**Run 1: floorplan with the power grid**

Bar = 20 microns. Pins as bars on the die edge. Tap cells in gray.
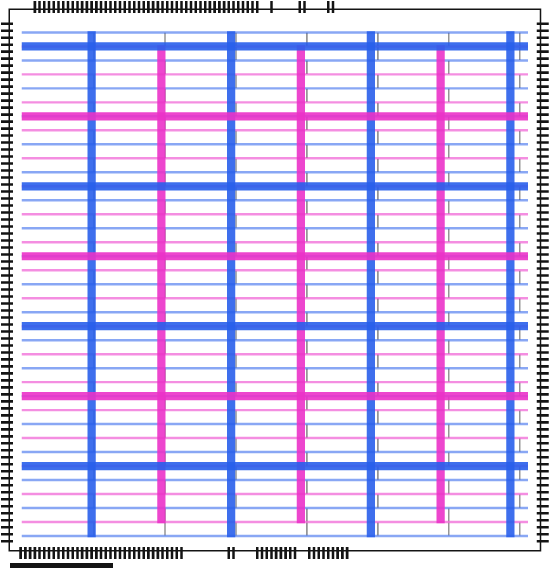
**Run 1: wires at chosen ports, followed through buffers**

Bar = 20 microns.
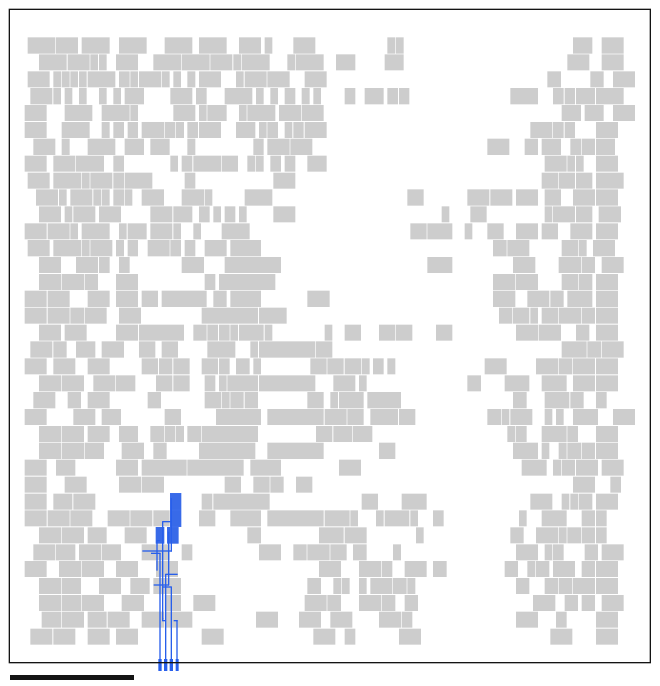
**Run 1: placement view**

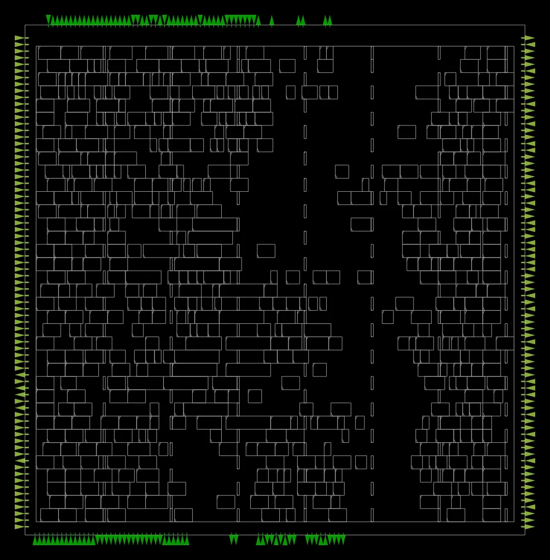
===== src/rtl/mem_port_arbiter.sv =====
// Arbitrates the unified single-port memory between fetch and load/store,
// converting sub-word data accesses into aligned word accesses with byte enables.
module mem_port_arbiter #(
  parameter int unsigned ADDR_WIDTH     = 16,
  parameter int unsigned MAX_DATA_BURST = 4
) (
  input  logic                  clk,
  input  logic                  rst,
  input  logic                  ifReq,
  input  logic [31:0]           ifAddr,
  output logic                  ifReady,
  output logic                  ifValid,
  output logic [31:0]           ifData,
  input  logic                  dReq,
  input  logic [31:0]           dAddr,
  input  logic                  dWrite,
  input  logic [1:0]            dSize,
  input  logic                  dUnsigned,
  input  logic [31:0]           dWData,
  output logic                  dReady,
  output logic                  dValid,
  output logic [31:0]           dRData,
  output logic                  dError,
  output logic [ADDR_WIDTH-1:0] memAddr,
  output logic                  memWe,
  output logic [3:0]            memBe,
  output logic [31:0]           memWData,
  input  logic [31:0]           memRData
);

  localparam int unsigned CW = $clog2(MAX_DATA_BURST + 1);
  localparam logic [CW-1:0] BURST_MAX = CW'(MAX_DATA_BURST);
  localparam logic [31:0] LO_MASK = (ADDR_WIDTH >= 32) ? '1 : ((32'd1 << ADDR_WIDTH) - 32'd1);

  typedef enum logic [1:0] {OWN_NONE, OWN_FETCH, OWN_DATA} owner_t;

  logic [CW-1:0] burst_cnt;
  logic          gnt_f, gnt_d, d_err;
  logic [1:0]    lane;

  owner_t        rsp_owner;
  logic          rsp_write, rsp_err, rsp_uns;
  logic [1:0]    rsp_size, rsp_lane;

  logic [31:0]   shifted, ld_data;
  logic          unused_addr_bits;

  assign unused_addr_bits = ^{ifAddr[31:ADDR_WIDTH], ifAddr[1:0]};
  assign lane = dAddr[1:0];

  // Grants are gated by rst so nothing reaches memory while held in reset.
  always_comb begin
    gnt_f = rst && ifReq && (!dReq || burst_cnt == BURST_MAX);
    gnt_d = rst && !gnt_f && dReq;
  end

  assign ifReady = gnt_f;
  assign dReady  = gnt_d;

  always_comb begin
    d_err = (dSize == 2'd3)
          | ((dSize == 2'd1) & dAddr[0])
          | ((dSize == 2'd2) & (|dAddr[1:0]))
          | (|(dAddr & ~LO_MASK));
  end

  always_comb begin
    memAddr  = '0;
    memWe    = 1'b0;
    memBe    = '0;
    memWData = '0;
    if (gnt_f) begin
      memAddr = {ifAddr[ADDR_WIDTH-1:2], 2'b00};
    end else if (gnt_d) begin
      memAddr = {dAddr[ADDR_WIDTH-1:2], 2'b00};
      if (!d_err) begin
        if (dWrite) begin
          memWe = 1'b1;
          case (dSize)
            2'd0: begin
              memBe    = 4'b0001 << lane;
              memWData = {4{dWData[7:0]}};
            end
            2'd1: begin
              memBe    = 4'b0011 << lane;
              memWData = {2{dWData[15:0]}};
            end
            default: begin
              memBe    = 4'hF;
              memWData = dWData;
            end
          endcase
        end else begin
          memBe = 4'hF;
        end
      end
    end
  end

  always_ff @(posedge clk or negedge rst) begin
    if (!rst) begin
      burst_cnt <= '0;
    end else if (!ifReq || gnt_f) begin
      burst_cnt <= '0;
    end else if (gnt_d && burst_cnt != BURST_MAX) begin
      burst_cnt <= burst_cnt + 1'b1;
    end
  end

  always_ff @(posedge clk or negedge rst) begin
    if (!rst) begin
      rsp_owner <= OWN_NONE;
      rsp_write <= 1'b0;
      rsp_err   <= 1'b0;
      rsp_uns   <= 1'b0;
      rsp_size  <= '0;
      rsp_lane  <= '0;
    end else begin
      rsp_owner <= gnt_f ? OWN_FETCH : (gnt_d ? OWN_DATA : OWN_NONE);
      rsp_write <= dWrite;
      rsp_err   <= d_err;
      rsp_uns   <= dUnsigned;
      rsp_size  <= dSize;
      rsp_lane  <= lane;
    end
  end

  always_comb begin
    shifted = memRData >> {rsp_lane, 3'b000};
    case (rsp_size)
      2'd0:    ld_data = {{24{~rsp_uns & shifted[7]}}, shifted[7:0]};
      2'd1:    ld_data = {{16{~rsp_uns & shifted[15]}}, shifted[15:0]};
      default: ld_data = shifted;
    endcase
  end

  assign ifValid = (rsp_owner == OWN_FETCH);
  assign ifData  = ifValid ? memRData : '0;
  assign dValid  = (rsp_owner == OWN_DATA);
  assign dError  = dValid & rsp_err;
  assign dRData  = (dValid && !rsp_err && !rsp_write) ? ld_data : '0;

endmodule

===== config.mk =====
export PLATFORM = sky130hd
export DESIGN_NAME = mem_port_arbiter
export DESIGN_NICKNAME = d
export VERILOG_FILES = /design/src/rtl/mem_port_arbiter.sv
export SDC_FILE = /design/constraint.sdc
export NUM_CORES = 1
export LEC_CHECK = 0
export CAP_MARGIN = 20
export CORE_AREA = 2 2 101 103
export DETAILED_ROUTE_END_ITERATION = 12
export DIE_AREA = 0 0 103 105
export PLACE_DENSITY = 0.7
export SLEW_MARGIN = 10
export SYNTH_ARGS = -nofsm -noshare
export SYNTH_HDL_FRONTEND = slang
export SYNTH_SLANG_ARGS = --single-unit

===== constraint.sdc =====
create_clock -name clk -period 2.6 [get_ports clk]
set_input_delay 0.26 -clock clk [delete_from_list [all_inputs] [get_ports clk]]
set_output_delay 0.26 -clock clk [all_outputs]
set_load 0.02 [all_outputs]

==> results.py, run 1 <==
# Synthesis and PnR figures
metrics = {
    "timing": {
        "fin_ws_ps": 97.2,
        "hold_viol": 0,
        "period_used_share": 0.963,
        "grt_setup_unrepaired": "no",
        "slew_violations": 0,
    },
    "clock_tree": {
        "cts_max_level": 1,
        "cts_buffer_depth": 2,
        "cts.hold.buffers_added": 0,
    },
    "route": {
        "drt_iter0_markers": 71,
        "vias": 3328,
        "antenna_left": 0,
    },
    "critical_path": {
        "r2r_slack_ps": 1360,
        "crit_start": "rsp_owner[0]",
        "worstPathArrival_ps": 2240,
        "worst-setup-path-type": "flop to primary output",
        "r2r-start": "burst_cnt[0]",
        "crit_required_ps": 2340,
        "timing.critical_path.buf_inv": 2,
        "endpoint": "dRData[16]",
    },
    "status": {
        "status": "completed",
    },
    "synthesis": {
        "synthArstFlopShare": 1.00,
        "area_leaders": "dfrtp_1 13%, mux2i_1 11%, and2_1 10%, mux2_2 8.6%, nor2_1 7.6%",
        "edf_count": 0,
        "synth.yosys.warnings": 0,
        "most_common_cell": "nor2_1",
    },
    "placement": {
        "hpwl_microns": 9350,
        "gp_congestion": 0.847,
    },
    "hold_path": {
        "min_path_type": "input pin to async pin",
    },
    "final_layout": {
        "fillers": 972,
        "register_area_sq_um": 300,
        "comb_area_sq_mm": 0.00174,
        "nNetsFinal": 703,
    },
    "die": {
        "num_io_pins": 258,
        "rows": 36,
    },
    "global_routing": {
        "grt_use_total": 0.189,
        "grt_pass1_vias": 3234,
    },
    "power": {
        "total_power_uw": 919,
    },
}
## Picture notes: 'floorplan with the power grid'
[VDD] magenta
[VSS] blue
met1 rails: 37
rows: 36
signal pins: 258
Core ar.: 0.00964 sq mm
die width: 103 microns
Peak VDD IR: 0.124 mV

## Picture notes: 'wires at chosen ports, followed through buffers'
[memBe] blue | direction: output | edge: bottom | end cells: 4 | buffers: 4 | wire: 101 microns

## Picture notes: 'placement view'
proportion of cell area occupied by registers: 0.0610
final core occ: 0.510
Well Taps: 133

==> run 1: state kept, by name (all words and copies together) (netlist names) <==
name	flops
rsp_uns	1
rsp_owner	2
rsp_lane	2
rsp_write	1
rsp_size	2
rsp_err	1
burst_cnt	3
==> run 1: layout by cell type (no fill, tap or decap), drive strengths merged, types with 2 or more instances in the layout <==
| cell type | Yosys | routed |
|---|---|---|
| a21o | 2 | 2 |
| nand3 | 4 | 4 |
| nand2 | 44 | 44 |
| a211oi | 7 | 7 |
| conb | 1 | 2 |
| ha | 2 | 2 |
| inv | 12 | 12 |
| dlygate4sd2 | 0 | 17 |
| o21ai | 11 | 11 |
| clkdlybuf4s15 | 0 | 4 |
| or4 | 2 | 2 |
| mux2 | 18 | 18 |
| dlymetal6s2s | 0 | 31 |
| nor4 | 4 | 4 |
| a22oi | 8 | 8 |
| a21oi | 28 | 28 |
| nor2b | 2 | 2 |
| mux2i | 24 | 24 |
| and2 | 36 | 36 |
| clkbuf | 19 | 16 |
| clkdlybuf4s50 | 0 | 173 |
| and3 | 4 | 4 |
| nor2 | 45 | 45 |
| a22o | 14 | 14 |
| dfrtp | 12 | 12 |
| buf | 9 | 26 |
==> run 1: routing by layer <==
layer / global-route usage / wire (microns)
met4: 0.0498 / 225
met1: 0.189 / 3820
met3: 0.0314 / 950
met2: 0.385 / 6060
met5: 0 / 0
==> run 1: logic make-up after synthesis <==
logic type | Yosys count | synth area share
AND/OR/NAND/NOR | 149 | 0.342
AND-OR/OR-AND | 76 | 0.220
XOR/XNOR | 1 | 0.00393
adder cells (fa/ha/maj) | 2 | 0.0112
flip-flops | 12 | 0.135
multiplexers | 42 | 0.199
buffers and inverters | 41 | 0.0876
other | 1 | 0.00168
==> run 1: worst register-to-register path, stage by stage (launching register included) <==
cell	delay [ps]
dfrtp_1	350
inv_1	70
ha_1	220
nand2_1	60
nand2_1	60
and3_1	210
buf_12	150
==> run 1: area by class of cell <==
| cell class | count | share of cell area |
|---|---|---|
| Timing Repair Buffer | 263 | 0.531 |
| Clock buffer | 4 | 0.0112 |
| Inverter | 13 | 0.00992 |
| Sequential cell | 12 | 0.0610 |
| Multi-Input combinational cell | 272 | 0.353 |
| Tap cell | 133 | 0.0338 |
==> run 1: repair_timing <==
item | CTS | global route
resized | 35 | 57
setup endpoints to repair | 33 | 47
cloned | 0 | 0
==> run 1: power by group <==
part	total [uW]	switching, uW	internal [uW]
registers	201	6.58	195
logic	519	212	307
clock network	199	65.5	133
total	919	284	635
==> run 1: metrics by stage <==
step                      setup TNS (ps)  std cells  hold WS [ps]  instance area [sq um]  utilization
after floorplan                        0        325         -35.6                   2230            -
after global placement              -991        693           658                   4870        0.505
after detailed placement           -1610        693           707                   4870        0.505
after CTS                              0        697           452                   4880        0.507
after global routing                   0        697           466                   4920        0.510
final                                  0        697           453                   4920        0.510
==> run 1 -> run 2 <==
Settings changed: SLEW_MARGIN 10 to default.
**Run 2: routed metal per tile**

The die is cut into 21 by 21 equal tiles; dark blue is low, red is high, scaled to the fullest tile. Values are wire area over tile area, all layers added.
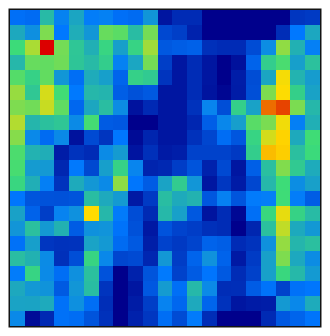
mean over tiles: 0.17
densest ninth of the die: upper left
tiles over half the peak: 12%
fullest tile: 0.62
nearly empty tiles: 5.7%

==> run 2 against run 1 <==
Register-to-register slack hardly changed. Routed wire length unchanged. Worst setup slack unchanged. Maximum frequency is the same. Synthesized area is the same. First-iteration DRC count unchanged. Via count is the same. Global-route usage did not move. Largest power group unchanged.
==> results.py, run 2 <==
# Synthesis and PnR figures
metrics = {
    "global_routing": {
        "grt_use_total": 0.189,
        "grt_pass1_vias": 3234,
    },
    "timing": {
        "slew_violations": 0,
    },
    "critical_path": {
        "crit_start": "rsp_owner[0]",
        "crit_required_ps": 2340,
        "r2r-start": "burst_cnt[0]",
        "r2r_slack_ps": 1360,
    },
    "placement": {
        "place_inst": 693,
        "gp_congestion": 0.847,
        "hpwl_microns": 9350,
    },
    "route": {
        "antenna_left": 0,
        "drt_iter0_markers": 71,
        "vias": 3328,
    },
    "clock_tree": {
        "cts_buffer_depth": 2,
    },
    "status": {
        "status": "completed",
    },
    "final_layout": {
        "nNetsFinal": 703,
        "largest_register_ffs": 3,
        "layout_top_cell": "clkdlybuf4s50_1",
        "instances_no_fill": 697,
        "final_cell_area_sq_mm": 0.00492,
        "final_core_util": 0.510,
        "lay_top_cells": "173 x clkdlybuf4s50_1, 45 x nor2_1, 36 x and2_1, 34 x nand2_1, 31 x dlymetal6s2s_1",
        "regMostFlops": "burst_cnt",
    },
    "hold_path": {
        "min_path_type": "input pin to async pin",
    },
    "power": {
        "ir_worst_vdd_mv": 0.124,
    },
    "synthesis": {
        "synth.yosys.warnings": 0,
        "edf_count": 0,
        "most_common_cell": "nor2_1",
        "synthArstFlopShare": 1.00,
        "area_leaders": "dfrtp_1 13%, mux2i_1 11%, and2_1 10%, mux2_2 8.6%, nor2_1 7.6%",
    },
    "die": {
        "coreArea_sq_mm": 0.00964,
        "die_width_microns": 103,
    },
}
-- run 2: cell counts after synthesis --
Identical to the previous run, type by type.
-- run 2: per-layer routing --
layer / track usage / vias up / routed length (microns)
met2: 0.385 / 185 / 6060
met1: 0.189 / 1517 / 3820
li1: - / 1607 / -
met3: 0.0314 / 19 / 950
met4: 0.0498 / 0 / 225
met5: 0 / - / 0
-- run 2: layout make-up --
cell class / count / area (sq um) / area share
flip-flops and latches: 12 / 300 / 0.0610
clock buffers: 4 / 55.1 / 0.0112
well taps: 133 / 166 / 0.0338
inverters: 13 / 48.8 / 0.00992
repair buffers: 263 / 2610 / 0.531
multi-input cells: 272 / 1740 / 0.353
-- run 2: how the worst max path moves through the flow --
stage	slack (ps)	endpoint	cells after the start
4_1_cts	1	memWData[26]	7
3_3_place_gp	-80	dRData[13]	7
6_report	100	dRData[16]	5
3_5_place_dp	-90	dRData[13]	7
2_1_floorplan	440	dRData[20]	6
5_1_grt	3	dRData[16]	5
-- run 2: kinds of logic after synthesis --
| kind of cell | count (synthesis) | share of synthesized area |
|---|---|---|
| compound gates | 76 | 0.220 |
| xor+xnor | 1 | 0.00393 |
| fa+ha+maj | 2 | 0.0112 |
| buf+inv | 41 | 0.0876 |
| flops | 12 | 0.135 |
| mux | 42 | 0.199 |
| other cells | 1 | 0.00168 |
| simple gates | 149 | 0.342 |
-- run 2: per-stage QoR --
stage | total power, uW | worst slack, ps | hold slack (ps)
after detailed placement | 724 | -92.6 | 707
after global routing | 967 | 2.77 | 466
after CTS | 927 | 1.26 | 452
after floorplan | 401 | 445 | -35.6
after global placement | 718 | -79.7 | 658
final | 919 | 97.2 | 453
-- run 2: repair_timing --
item	in CTS	in global routing
cloned	0	0
hold buffers	0	0
endpoints found under the setup margin	33	47
gates resized	35	57
-- run 2: report_power, final --
group          total (uW)  switching [uW]  internal, uW  leakage, uW
Combinational         519             212           307      0.00253
Sequential            201            6.58           195     0.000146
Clock                 199            65.5           133    0.0000288
Total                 919             284           635      0.00271
No activity file was given, so power comes from the tool's default toggle rates.
